Figure 1. Power grid (run 1).
The bar under the picture is 20 um long. Pins as bars on the die edge.
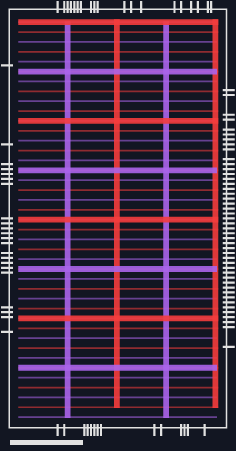
Figure 2. Cells colored by class (run 1).
Fill, decap, tap and diode cells in gray.
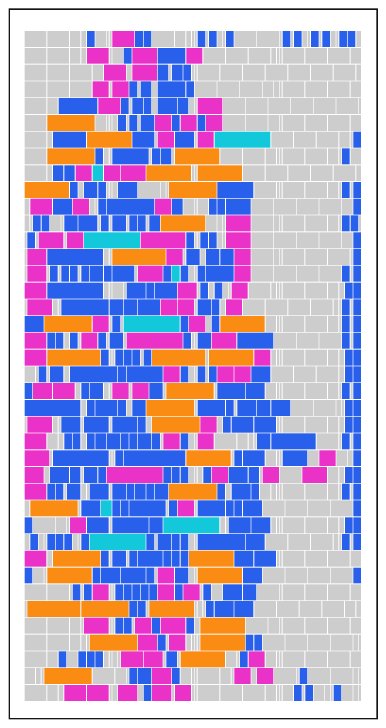
Figure 3. Clock distribution (run 1).
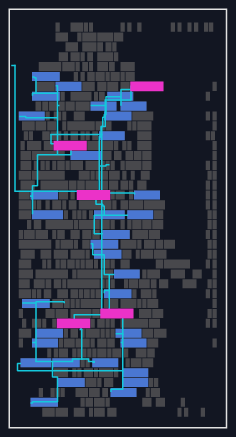
Figure 4. Metal layers overlaid (run 1).
The bar under the picture is 20 um long. Two of the layers only.
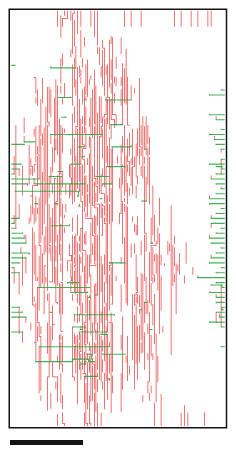
==> src/rtl/hazard_ctrl_pkg.sv <==
// Shared constants, slot type and scoreboard helpers for the hazard controller.
package hazard_ctrl_pkg;

    // D-stage operand source selects
    localparam logic [1:0] FWD_D_GRF  = 2'd0;
    localparam logic [1:0] FWD_D_E    = 2'd1;
    localparam logic [1:0] FWD_D_M    = 2'd2;
    localparam logic [1:0] FWD_D_ZERO = 2'd3;

    // E-stage ALU operand forward selects
    localparam logic [1:0] FWD_E_NONE = 2'd0;
    localparam logic [1:0] FWD_E_M    = 2'd1;
    localparam logic [1:0] FWD_E_W    = 2'd2;

    localparam logic [1:0] TUSE_NONE  = 2'd3;

    typedef struct packed {
        logic [4:0] rs;
        logic [4:0] rt;
        logic [4:0] dst;
        logic [1:0] tnew;
    } e_slot_t;

    // rs/rt of the instruction in M are never consulted, so only dst/tnew are kept.
    typedef struct packed {
        logic [4:0] dst;
        logic [1:0] tnew;
    } m_slot_t;

    // Tnew counts down by one per stage and saturates at zero.
    function automatic logic [1:0] tnew_dec(input logic [1:0] t);
        return (t == 2'd0) ? 2'd0 : t - 2'd1;
    endfunction

    // A D-stage source stalls when a producer in E or M is still too far from its result.
    function automatic logic src_stall(input logic [4:0] a, input logic [1:0] tuse,
                                       input e_slot_t e, input m_slot_t m);
        if (tuse == TUSE_NONE || a == 5'd0) return 1'b0;
        return (e.dst == a && tuse < e.tnew) || (m.dst == a && tuse < m.tnew);
    endfunction

    // D-stage source select; the younger producer in E wins over M.
    function automatic logic [1:0] d_sel(input logic [4:0] a, input e_slot_t e, input m_slot_t m);
        if (a == 5'd0)                      return FWD_D_ZERO;
        if (e.dst == a && e.tnew == 2'd0)   return FWD_D_E;
        if (m.dst == a && m.tnew == 2'd0)   return FWD_D_M;
        return FWD_D_GRF;
    endfunction

    // E-stage forward select; $0 is never forwarded.
    function automatic logic [1:0] e_fwd(input logic [4:0] a, input m_slot_t m, input logic [4:0] w_dst);
        if (a == 5'd0)                      return FWD_E_NONE;
        if (m.dst == a && m.tnew == 2'd0)   return FWD_E_M;
        if (w_dst == a)                     return FWD_E_W;
        return FWD_E_NONE;
    endfunction

endpackage

==> src/rtl/hazard_ctrl_md_busy_ctr.sv <==
// Mult/div unit occupancy counter: loads on issue, counts down to idle.
module md_busy_ctr
    import hazard_ctrl_pkg::*;
#(
    parameter int MULT_CYCLES = 5,
    parameter int DIV_CYCLES  = 10,
    parameter int CNT_W       = 4
) (
    input  logic clk,
    input  logic reset,
    input  logic md_start_e,
    input  logic md_is_div,
    output logic md_busy
);

    localparam logic [CNT_W-1:0] MULT_LD = CNT_W'(MULT_CYCLES);
    localparam logic [CNT_W-1:0] DIV_LD  = CNT_W'(DIV_CYCLES);

    logic [CNT_W-1:0] cnt_q;

    // Reload on issue (even if still busy), otherwise drain toward zero.
    always_ff @(posedge clk) begin
        if (!reset)
            cnt_q <= '0;
        else if (md_start_e)
            cnt_q <= md_is_div ? DIV_LD : MULT_LD;
        else if (cnt_q != '0)
            cnt_q <= cnt_q - 1'b1;
    end

    // The issue cycle itself already counts as busy.
    assign md_busy = md_start_e || (cnt_q != '0);

endmodule

==> src/rtl/hazard_ctrl.sv <==
// Hazard controller for the 5-stage MIPS core: shadow E/M/W scoreboard,
// D/E forward selects, stall/bubble and mult/div occupancy stall.
// Optional: HAZARD_PERF_EN adds stall_cnt / md_stall_cnt performance counters.
module hazard_ctrl
    import hazard_ctrl_pkg::*;
#(
    parameter int MULT_CYCLES = 5,
    parameter int DIV_CYCLES  = 10,
    parameter int CNT_W       = 4
) (
    input  logic        clk,
    input  logic        reset,
    input  logic [4:0]  d_rs,
    input  logic [4:0]  d_rt,
    input  logic [1:0]  d_tuse_rs,
    input  logic [1:0]  d_tuse_rt,
    input  logic [4:0]  d_dst,
    input  logic [1:0]  d_tnew,
    input  logic        d_is_md,
    input  logic        md_start_e,
    input  logic        md_is_div,
    output logic        stall,
    output logic        bubble_e,
    output logic [1:0]  sign_rd1src,
    output logic [1:0]  sign_rd2src,
    output logic [1:0]  fwd_rs_e,
    output logic [1:0]  fwd_rt_e,
    output logic [31:0] stall_cnt,
    output logic [31:0] md_stall_cnt
);

    e_slot_t    e_q;
    m_slot_t    m_q;
    logic [4:0] w_dst_q;
    logic       md_busy;
    logic       md_stall;

    md_busy_ctr #(
        .MULT_CYCLES(MULT_CYCLES),
        .DIV_CYCLES (DIV_CYCLES),
        .CNT_W      (CNT_W)
    ) u_md_busy_ctr (
        .clk       (clk),
        .reset     (reset),
        .md_start_e(md_start_e),
        .md_is_div (md_is_div),
        .md_busy   (md_busy)
    );

    // Stall and select decode from the scoreboard and the D-stage fields.
    always_comb begin
        md_stall    = d_is_md && md_busy;
        stall       = src_stall(d_rs, d_tuse_rs, e_q, m_q)
                    | src_stall(d_rt, d_tuse_rt, e_q, m_q)
                    | md_stall;
        bubble_e    = stall;
        sign_rd1src = d_sel(d_rs, e_q, m_q);
        sign_rd2src = d_sel(d_rt, e_q, m_q);
        fwd_rs_e    = e_fwd(e_q.rs, m_q, w_dst_q);
        fwd_rt_e    = e_fwd(e_q.rt, m_q, w_dst_q);
    end

    // Scoreboard advance; a stalled D instruction leaves a bubble in E.
    always_ff @(posedge clk) begin
        if (!reset) begin
            e_q     <= '0;
            m_q     <= '0;
            w_dst_q <= '0;
        end else begin
            e_q     <= stall ? '0 : e_slot_t'{rs: d_rs, rt: d_rt, dst: d_dst, tnew: d_tnew};
            m_q     <= m_slot_t'{dst: e_q.dst, tnew: tnew_dec(e_q.tnew)};
            w_dst_q <= m_q.dst;
        end
    end

`ifdef HAZARD_PERF_EN
    logic [31:0] stall_cnt_q;
    logic [31:0] md_stall_cnt_q;

    // Free-running event counters, wrapping at 2^32.
    always_ff @(posedge clk) begin
        if (!reset) begin
            stall_cnt_q    <= '0;
            md_stall_cnt_q <= '0;
        end else begin
            if (stall)    stall_cnt_q    <= stall_cnt_q + 32'd1;
            if (md_stall) md_stall_cnt_q <= md_stall_cnt_q + 32'd1;
        end
    end

    assign stall_cnt    = stall_cnt_q;
    assign md_stall_cnt = md_stall_cnt_q;
`else
    assign stall_cnt    = 32'd0;
    assign md_stall_cnt = 32'd0;
`endif

endmodule

==> config.mk <==
export PLATFORM = sky130hd
export DESIGN_NAME = hazard_ctrl
export DESIGN_NICKNAME = d
export VERILOG_FILES = /design/src/rtl/hazard_ctrl_pkg.sv /design/src/rtl/hazard_ctrl_md_busy_ctr.sv /design/src/rtl/hazard_ctrl.sv
export SDC_FILE = /design/constraint.sdc
export NUM_CORES = 1
export LEC_CHECK = 0
export ABC_AREA = 1
export CAP_MARGIN = 20
export CORE_ASPECT_RATIO = 2
export CORE_MARGIN = 2
export CORE_UTILIZATION = 39
export CTS_CLUSTER_DIAMETER = 40
export CTS_CLUSTER_SIZE = 20
export DETAILED_ROUTE_END_ITERATION = 16
export GPL_ROUTABILITY_DRIVEN = 0
export PLACE_DENSITY = 0.74
export SLEW_MARGIN = 30
export SYNTH_ARGS = -nofsm -noshare
export SYNTH_HDL_FRONTEND = slang
export SYNTH_SLANG_ARGS = --single-unit
==> constraint.sdc <==
create_clock -name clk -period 1.5 [get_ports clk]
set_input_delay 0.3 -clock clk [delete_from_list [all_inputs] [get_ports clk]]
set_output_delay 0.3 -clock clk [all_outputs]
set_load 0.02 [all_outputs]
==> design notes, run 1 <==
The mux cell area share after synthesis is 0. The final reports fail on negative setup slack. Endpoints with negative setup slack in the final report add up to 27. The total overflow left after global routing is 0. The per-cell routed wire length was 14.40 um. The run gives 1.269 for the share of the clock period used by the worst path. The largest single stage delay on the critical path is 0.39 ns. For the smallest setup slack after layout, the log shows -0.4032 ns. For the number of global-route vias before repair, the log shows 2200. Per the post-CTS timing run, clock transition at the registers of the reported paths is 0.05 ns.

For this run, the detailed router's first-pass iteration total came to 4. Hold is met by 0.4704 ns. The capturing instance or port of the critical path was stall. The run finished, with violations left. The number of clock buffers added by TritonCTS is 5.

The tools report the yosys warning tally as 0. Among cell families on the critical path, the largest total delay comes from simple AND/OR/NAND/NOR gates. For the number of buffers inserted to repair setup after CTS, the log shows 3.

With the number of cells on the worst hold path at 2, the post-cts hold buffer count is 0. 100 I/O pins were placed. As reported, the later end of the worst-skew pair has a clock insertion delay of 0.28 ns. Yosys reports that the most numerous cell types are sky130_fd_sc_hd__buf_4, sky130_fd_sc_hd__nand2_1, sky130_fd_sc_hd__inv_1.

In this run the deepest clock path goes through 2 buffers. The run gives 1.903 ns for the minimum period implied by the final worst setup slack. Tracing the worst setup path back leads to its startpoint at e_q[2]. The tools report the sequential cell area fraction in the yosys report as 0.2756. Adding up every negative setup slack in the final design gives -8.107 ns. The number of resized instances in the post-cts repair step was 123. Per the timing report, the achievable frequency comes out to 0.5254 GHz. The type of element launching the critical path is a register. Fraction of synthesis flops using an asynchronous set or reset pin: 0.
About Figure 1:
| color | net |
|---|---|
| red | VDD |
| purple | VSS |
met5 straps: 8
met1 rails: 41
signal pins: 100
rows: 40
met4 straps: 4
die x size: 59.44 um
Worst VDD drop: 0.7155 mV
height of the die: 114.9 um
core area: 5956 sq um

About Figure 2:
| color | class | cells | share of their area |
|---|---|---|---|
| blue | combinational and other logic | 303 | 52% |
| magenta | remaining buffers and delay cells | 90 | 24% |
| orange | sequential cells | 33 | 20% |
| cyan | clock drivers and dummy loads | 8 | 4.0% |

About Figure 3:
[cyan] clock wires | length: 497 um
[magenta] clock drivers | count: 5
[blue] flip-flops | count: 33
routed clock nets: 6

About Figure 4:
| color | layer | wire length |
|---|---|---|
| red | metal 2 | 4000 um |
| green | metal 3 | 390 um |

## run 1: cells in the final DEF (no fill, tap or decap), drive strengths merged, types with 6 or more instances in the layout
cell type	instances
conb	64
buf	63
nand2	61
inv	58
nor2	36
dfxtp	33
clkdlybuf4s50	13
xor2	13
xnor2	11
dlygate4sd2	10
nand3	10
a21oi	10
nand4	8
clkbuf	8
nor3	8
ha	7
o21ai	6
## run 1: power by group
group | switching, mW | internal, mW | total, mW
registers | 0.0590 | 0.936 | 0.995
clock network | 0.384 | 0.609 | 0.993
logic | 0.603 | 0.454 | 1.06
total | 1.05 | 2.00 | 3.05
## run 1: routing by layer
layer	part of all wire	GRT usage
met1	0.31	0.1903
met2	0.56	0.3810
met3	0.054	0.02812
met4	0.077	0.1470
met5	0	0
==> run 1 -> run 2 <==
--- a/constraint.sdc
+++ b/constraint.sdc
@@ -3,2 +3,2 @@
 set_output_delay 0.3 -clock clk [all_outputs]
-set_load 0.02 [all_outputs]
+set_load 0.1 [all_outputs]
Figure 5. Clock distribution (run 2).
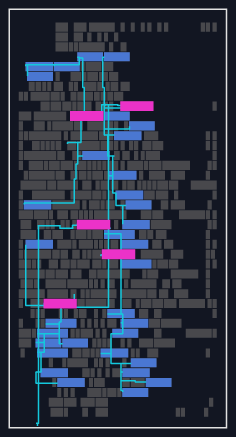
[cyan] clock wires | length: 477 um
[blue] flip-flops | count: 33
[magenta] clock drivers | count: 5
routed clock nets: 6

Figure 6. Cells colored by class (run 2).
Fill, decap, tap and diode cells in gray.
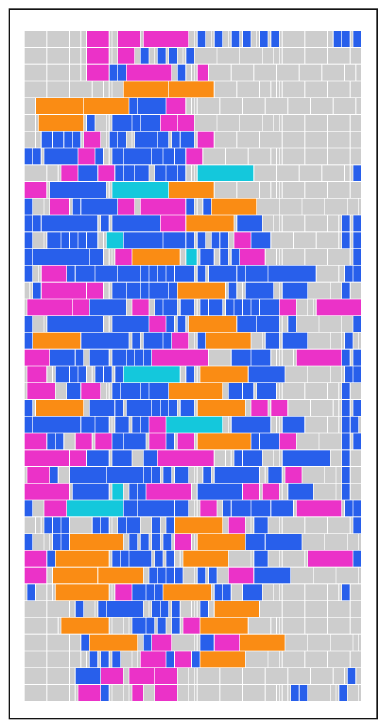
| color | class | cells | share of their area |
|---|---|---|---|
| cyan | clock drivers and dummy loads | 8 | 4.0% |
| magenta | remaining buffers and delay cells | 80 | 24% |
| blue | combinational and other logic | 303 | 53% |
| orange | sequential cells | 33 | 19% |
post-route cell area: 3666 sq um
Post-Route Utilization: 0.6155
sequential share of cell area: 0.1904
standard-cell rows: 40

==> run 2 against run 1 <==
The run still ends with negative setup slack left. Combinational power is 77% higher. Power is 27% higher. Register-to-register slack hardly changed. Sequential share of layout area is 0.37 points lower. Wire length is 8.0% lower. Setup slack worse by 0.030 ns. Fmax is 1.6% lower. Final cell count is 2.0% lower.
==> design notes, run 2 <==
The first TritonRoute pass finished after 5 iterations. The source-to-sink clock delay at the later pin of the worst-skew pair is 0.28 ns, and the number of global-route vias before repair is 2261. The run gives 4 for the number of buffers inserted to repair setup after CTS. For reference, the critical path is launched at m_q[3]. Hold repair after CTS inserted 0 buffers. The run finished, with violations left. The checks that failed: negative setup slack. Largest delay contributor family on the critical path: simple AND/OR/NAND/NOR gates. The region available for standard cell placement spans 5956 sq um. The tools report the global routing met1 resource utilization as 0.1620.

The length of routed met2 wiring was 3687 um; the minimum period implied by the final worst setup slack was 1.934 ns. The sequential cell area fraction in the yosys report was 0.2756. Counting instances in the post-synthesis netlist gives the leading cell types as sky130_fd_sc_hd__buf_4, sky130_fd_sc_hd__nand2_1, sky130_fd_sc_hd__inv_1.

The type of element launching the critical path was a register. For this run, the number of Yosys warnings is 0. Setup total negative slack on the finished layout was measured at -8.717 ns. The smallest setup slack after layout was -0.4336 ns; the number of buffers created by CTS was 5. The fraction of met3 tracks used by global routing was 0.02925. The global routing stage identified its most utilized layer as met2. Gates resized during post-CTS repair numbered 65. Detailed routing placed a total of 360 um of wire on met3. Counting instances, the worst hold path has a depth of 4.

The die extent in y was 114.9 um; the smallest hold slack was 0.4230 ns. After detailed routing, the wire length on met1 is 2029 um. In the layout the commonest cells are sky130_fd_sc_hd__conb_1, sky130_fd_sc_hd__nand2_1, sky130_fd_sc_hd__inv_1.

The tools report the capturing instance or port of the critical path as stall. Per the finish-stage timing summary, setup violations number 27. For this design the top-level I/O count stands at 100.
Figure 7. Power grid (run 2).
The bar under the picture is 20 um long. Pins as bars on the die edge.
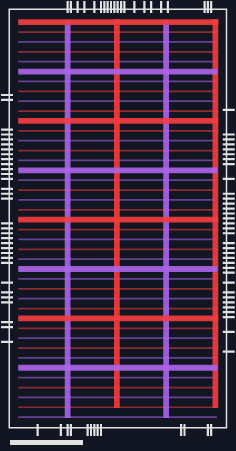
Worst VDD drop: 0.7276 mV

[run 2: netlist changes by cell type in the layout (fill, tap and decap cells not counted), sizes merged]
cell           before  now
buf                63   53
clkinvlp            0    1
dlygate4sd2        10    5
clkbuf              8    9
dlymetal6s2s        0    1
clkdlybuf4s15       2    5
clkdlybuf4s50      13   12
[run 2: area by class of cell]
| class | count | share of cell area |
|---|---|---|
| multi-input cells | 245 | 0.4546 |
| repair buffers | 80 | 0.2338 |
| flip-flops and latches | 33 | 0.1904 |
| inverters | 58 | 0.06075 |
| clock buffers | 5 | 0.03413 |
| well taps | 63 | 0.02150 |
| clock inverters | 3 | 0.004778 |
[run 2: power breakdown]
group | switching [mW] | internal [mW] | total [mW]
Combinational | 1.36 | 0.520 | 1.88
Sequential | 0.0671 | 0.936 | 1.00
Clock | 0.382 | 0.607 | 0.989
No activity file was given, so power comes from the tool's default toggle rates.
